Figure 1. M2 wires.
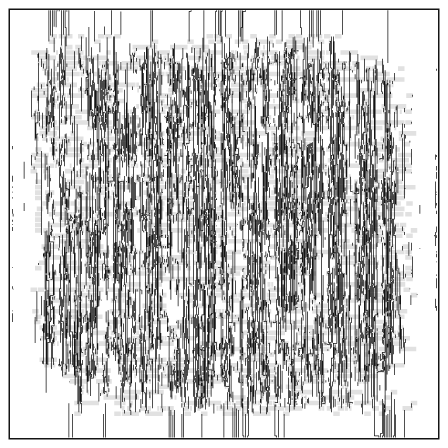
Figure 2. Track usage over the die.
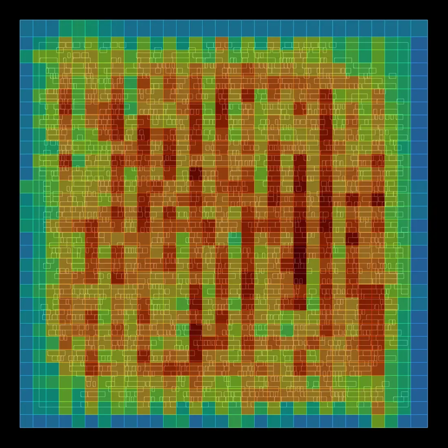
Figure 3. Where the registers sit.
Other sequential cells in the stronger gray, the rest of the logic in the fainter gray.
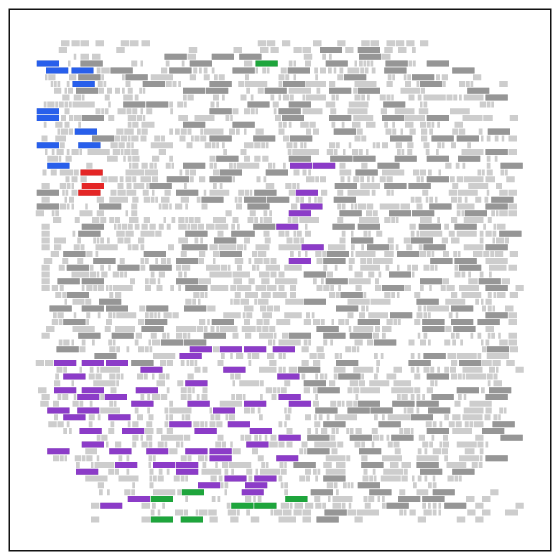
Figure 4. M3 wires.
The bar under the picture is 50 µm long.
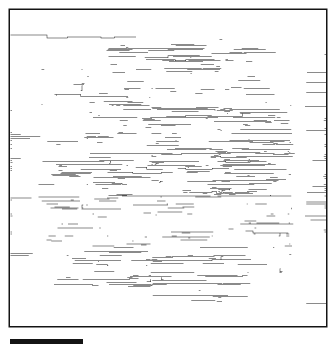
$ cat src/rtl/point_array_sequencer.sv
// Soft-body point store for the squishy car. Holds pos/vel for every point
// and, once per frame, walks each point through update_point: gravity is
// added to vel_y on the way out and the returned state is written back.
module point_array_sequencer #(
  parameter int NUM_POINTS    = 8,
  parameter int POSITION_SIZE = 8,
  parameter int VELOCITY_SIZE = 8,
  parameter logic signed [VELOCITY_SIZE-1:0] GRAVITY = -1,
  parameter int TIMEOUT       = 1024,
  localparam int IDX_W        = $clog2(NUM_POINTS)
) (
  input  logic                            clk_in,
  input  logic                            rst_in,
  input  logic                            frame_start_in,
  input  logic                            init_we_in,
  input  logic        [IDX_W-1:0]         init_idx_in,
  input  logic signed [POSITION_SIZE-1:0] init_pos_x_in,
  input  logic signed [POSITION_SIZE-1:0] init_pos_y_in,
  input  logic signed [VELOCITY_SIZE-1:0] init_vel_x_in,
  input  logic signed [VELOCITY_SIZE-1:0] init_vel_y_in,
  input  logic        [IDX_W-1:0]         rd_idx_in,
  output logic signed [POSITION_SIZE-1:0] rd_pos_x_out,
  output logic signed [POSITION_SIZE-1:0] rd_pos_y_out,
  output logic                            upd_begin_out,
  output logic signed [POSITION_SIZE-1:0] upd_pos_x_out,
  output logic signed [POSITION_SIZE-1:0] upd_pos_y_out,
  output logic signed [VELOCITY_SIZE-1:0] upd_vel_x_out,
  output logic signed [VELOCITY_SIZE-1:0] upd_vel_y_out,
  input  logic signed [POSITION_SIZE-1:0] upd_new_pos_x_in,
  input  logic signed [POSITION_SIZE-1:0] upd_new_pos_y_in,
  input  logic signed [VELOCITY_SIZE-1:0] upd_new_vel_x_in,
  input  logic signed [VELOCITY_SIZE-1:0] upd_new_vel_y_in,
  input  logic                            upd_result_in,
  output logic                            busy_out,
  output logic                            frame_done_out,
  output logic                            timeout_err_out
);

  localparam int CNT_W = $clog2(TIMEOUT);
  localparam logic [CNT_W-1:0] CNT_LAST = CNT_W'(TIMEOUT - 1);
  localparam logic [IDX_W-1:0] IDX_LAST = IDX_W'(NUM_POINTS - 1);
  localparam logic signed [VELOCITY_SIZE-1:0] VEL_MAX = {1'b0, {(VELOCITY_SIZE-1){1'b1}}};
  localparam logic signed [VELOCITY_SIZE-1:0] VEL_MIN = {1'b1, {(VELOCITY_SIZE-1){1'b0}}};

  typedef enum logic [2:0] {
    IDLE,
    LAUNCH,
    WAIT,
    WRITE,
    SKIP,
    DONE
  } state_t;

  state_t                         state_q;
  logic        [IDX_W-1:0]        idx_q;
  logic        [CNT_W-1:0]        cnt_q;

  logic signed [POSITION_SIZE-1:0] pos_x_q [NUM_POINTS];
  logic signed [POSITION_SIZE-1:0] pos_y_q [NUM_POINTS];
  logic signed [VELOCITY_SIZE-1:0] vel_x_q [NUM_POINTS];
  logic signed [VELOCITY_SIZE-1:0] vel_y_q [NUM_POINTS];

  logic                            upd_begin_q;
  logic                            busy_q;
  logic                            done_q;
  logic                            err_q;
  logic signed [POSITION_SIZE-1:0] upd_pos_x_q;
  logic signed [POSITION_SIZE-1:0] upd_pos_y_q;
  logic signed [VELOCITY_SIZE-1:0] upd_vel_x_q;
  logic signed [VELOCITY_SIZE-1:0] upd_vel_y_q;

  logic        [IDX_W-1:0]         launch_idx_d;
  logic signed [POSITION_SIZE-1:0] src_pos_x_d;
  logic signed [POSITION_SIZE-1:0] src_pos_y_d;
  logic signed [VELOCITY_SIZE-1:0] src_vel_x_d;
  logic signed [VELOCITY_SIZE-1:0] src_vel_y_d;
  logic        [VELOCITY_SIZE:0]   vel_y_sum_d;
  logic signed [VELOCITY_SIZE-1:0] vel_y_sat_d;

  // Pick the point about to be launched (bypassing a same-cycle init write
  // so a frame started alongside a write sees the new value) and apply
  // saturating gravity to its vel_y.
  always_comb begin
    launch_idx_d = (state_q == IDLE) ? '0 : idx_q + 1'b1;
    src_pos_x_d  = pos_x_q[launch_idx_d];
    src_pos_y_d  = pos_y_q[launch_idx_d];
    src_vel_x_d  = vel_x_q[launch_idx_d];
    src_vel_y_d  = vel_y_q[launch_idx_d];
    if (state_q == IDLE && init_we_in && init_idx_in == launch_idx_d) begin
      src_pos_x_d = init_pos_x_in;
      src_pos_y_d = init_pos_y_in;
      src_vel_x_d = init_vel_x_in;
      src_vel_y_d = init_vel_y_in;
    end
    vel_y_sum_d = {src_vel_y_d[VELOCITY_SIZE-1], src_vel_y_d}
                + {GRAVITY[VELOCITY_SIZE-1], GRAVITY};
    vel_y_sat_d = vel_y_sum_d[VELOCITY_SIZE-1:0];
    if (vel_y_sum_d[VELOCITY_SIZE] != vel_y_sum_d[VELOCITY_SIZE-1]) begin
      vel_y_sat_d = vel_y_sum_d[VELOCITY_SIZE] ? VEL_MIN : VEL_MAX;
    end
  end

  // Frame sequencer: owns the point array, the walk index, the wait
  // counter and every registered output.
  always_ff @(posedge clk_in or negedge rst_in) begin
    if (!rst_in) begin
      state_q     <= IDLE;
      idx_q       <= '0;
      cnt_q       <= '0;
      upd_begin_q <= 1'b0;
      busy_q      <= 1'b0;
      done_q      <= 1'b0;
      err_q       <= 1'b0;
      upd_pos_x_q <= '0;
      upd_pos_y_q <= '0;
      upd_vel_x_q <= '0;
      upd_vel_y_q <= '0;
      for (int i = 0; i < NUM_POINTS; i++) begin
        pos_x_q[i] <= '0;
        pos_y_q[i] <= '0;
        vel_x_q[i] <= '0;
        vel_y_q[i] <= '0;
      end
    end else begin
      upd_begin_q <= 1'b0;
      done_q      <= 1'b0;
      case (state_q)
        IDLE: begin
          if (init_we_in) begin
            pos_x_q[init_idx_in] <= init_pos_x_in;
            pos_y_q[init_idx_in] <= init_pos_y_in;
            vel_x_q[init_idx_in] <= init_vel_x_in;
            vel_y_q[init_idx_in] <= init_vel_y_in;
          end
          if (frame_start_in) begin
            state_q     <= LAUNCH;
            idx_q       <= '0;
            busy_q      <= 1'b1;
            upd_begin_q <= 1'b1;
            upd_pos_x_q <= src_pos_x_d;
            upd_pos_y_q <= src_pos_y_d;
            upd_vel_x_q <= src_vel_x_d;
            upd_vel_y_q <= vel_y_sat_d;
          end
        end
        LAUNCH: begin
          state_q <= WAIT;
          cnt_q   <= '0;
        end
        WAIT: begin
          if (cnt_q != '0 && upd_result_in) begin
            state_q <= WRITE;
          end else if (cnt_q == CNT_LAST) begin
            state_q <= SKIP;
          end else begin
            cnt_q <= cnt_q + 1'b1;
          end
        end
        WRITE, SKIP: begin
          if (state_q == WRITE) begin
            pos_x_q[idx_q] <= upd_new_pos_x_in;
            pos_y_q[idx_q] <= upd_new_pos_y_in;
            vel_x_q[idx_q] <= upd_new_vel_x_in;
            vel_y_q[idx_q] <= upd_new_vel_y_in;
          end else begin
            err_q <= 1'b1;
          end
          if (idx_q == IDX_LAST) begin
            state_q <= DONE;
            busy_q  <= 1'b0;
            done_q  <= 1'b1;
          end else begin
            state_q     <= LAUNCH;
            idx_q       <= launch_idx_d;
            upd_begin_q <= 1'b1;
            upd_pos_x_q <= src_pos_x_d;
            upd_pos_y_q <= src_pos_y_d;
            upd_vel_x_q <= src_vel_x_d;
            upd_vel_y_q <= vel_y_sat_d;
          end
        end
        DONE: begin
          state_q <= IDLE;
        end
        default: begin
          state_q <= IDLE;
        end
      endcase
    end
  end

  assign rd_pos_x_out    = pos_x_q[rd_idx_in];
  assign rd_pos_y_out    = pos_y_q[rd_idx_in];
  assign upd_begin_out   = upd_begin_q;
  assign upd_pos_x_out   = upd_pos_x_q;
  assign upd_pos_y_out   = upd_pos_y_q;
  assign upd_vel_x_out   = upd_vel_x_q;
  assign upd_vel_y_out   = upd_vel_y_q;
  assign busy_out        = busy_q;
  assign frame_done_out  = done_q;
  assign timeout_err_out = err_q;

endmodule

$ cat config.mk
export PLATFORM = sky130hd
export DESIGN_NAME = point_array_sequencer
export DESIGN_NICKNAME = d
export VERILOG_FILES = /design/src/rtl/point_array_sequencer.sv
export SDC_FILE = /design/constraint.sdc
export NUM_CORES = 1
export LEC_CHECK = 0
export CAP_MARGIN = 5
export CELL_PAD_IN_SITES_DETAIL_PLACEMENT = 0
export CELL_PAD_IN_SITES_GLOBAL_PLACEMENT = 1
export CORE_MARGIN = 10
export CORE_UTILIZATION = 45
export DETAILED_ROUTE_END_ITERATION = 12
export PLACE_DENSITY_LB_ADDON = 0.1
export SYNTH_ARGS = -nofsm -noshare
export SYNTH_HDL_FRONTEND = slang
export SYNTH_SLANG_ARGS = --single-unit
$ cat constraint.sdc
create_clock -name clk_in -period 3.4 [get_ports clk_in]
set_input_delay 0.34 -clock clk_in [delete_from_list [all_inputs] [get_ports clk_in]]
set_output_delay 0.34 -clock clk_in [all_outputs]
set_load 0.02 [all_outputs]
==> impl_metrics.ini <==
; generated from flow reports
[layout]
fillers = 3434
buffer_area_share_pct = 10.5
clock_cell_area_share_pct = 5.79
nNonClkInverters = 10
final_cell_mix = dfrtp_1 (306), nand2_1 (301), o21ai_0 (280), a22oi_1 (248), clkdlybuf4s50_1 (124)
regArea_um2 = 7710
logic_area_um2 = 8860

[synthesis]
ys_top_cells_by_count = dfrtp_1 (308), nand2_1 (301), o21ai_0 (280)
ys_dominant_reg_cell = dfrtp_1
edf_count = 0
top_cell_area_share_pct = 44.6

[power]
p_int_mw = 11.6
power_clock_mw = 3.98

[grt]
use_met3_pct = 4.00
grt_pass1_vias = 15620

[run_status]
outcome = complete, no violations

[detailed_routing]
met3WireLength_mm = 5.22
viasPerCell = 6.43

[placed_design]
placedCellCount = 2351
dp_hpwl_mm = 37.8

[run]
tool_warnings = 29

[sta]
period_minus_slack_ps = 3180
drv_slew = 0
finalSetupViolCount = 0
grt_setup_unrepaired = false

[clocking]
htreeDepth = 2
clk_latency_ps = 560

[critical_path]
crit_family = AND-OR/OR-AND gates
cp.depth = 8
crit_path_end_kind = flip-flop
cp_max_fo = 30

[floorplan]
fp.dieW_um = 216
-- Figure 1 (at the start) --
main direction: vertical
longest straight run: 99.8 µm
share of all routed wire: 46%

-- Figure 2 (at the start) --
grt met1 use: 37.6%
M2 GR Usage: 42.5%

-- Figure 3 (at the start) --
| color | signal | flops |
|---|---|---|
| purple | vel_x_q | 64 |
| green | upd_vel_x_out | 8 |
| red | state_q | 3 |
| blue | cnt_q | 10 |
not colored: 223

-- Figure 4 (at the start) --
share of all routed wire: 8.2%
main direction: horizontal

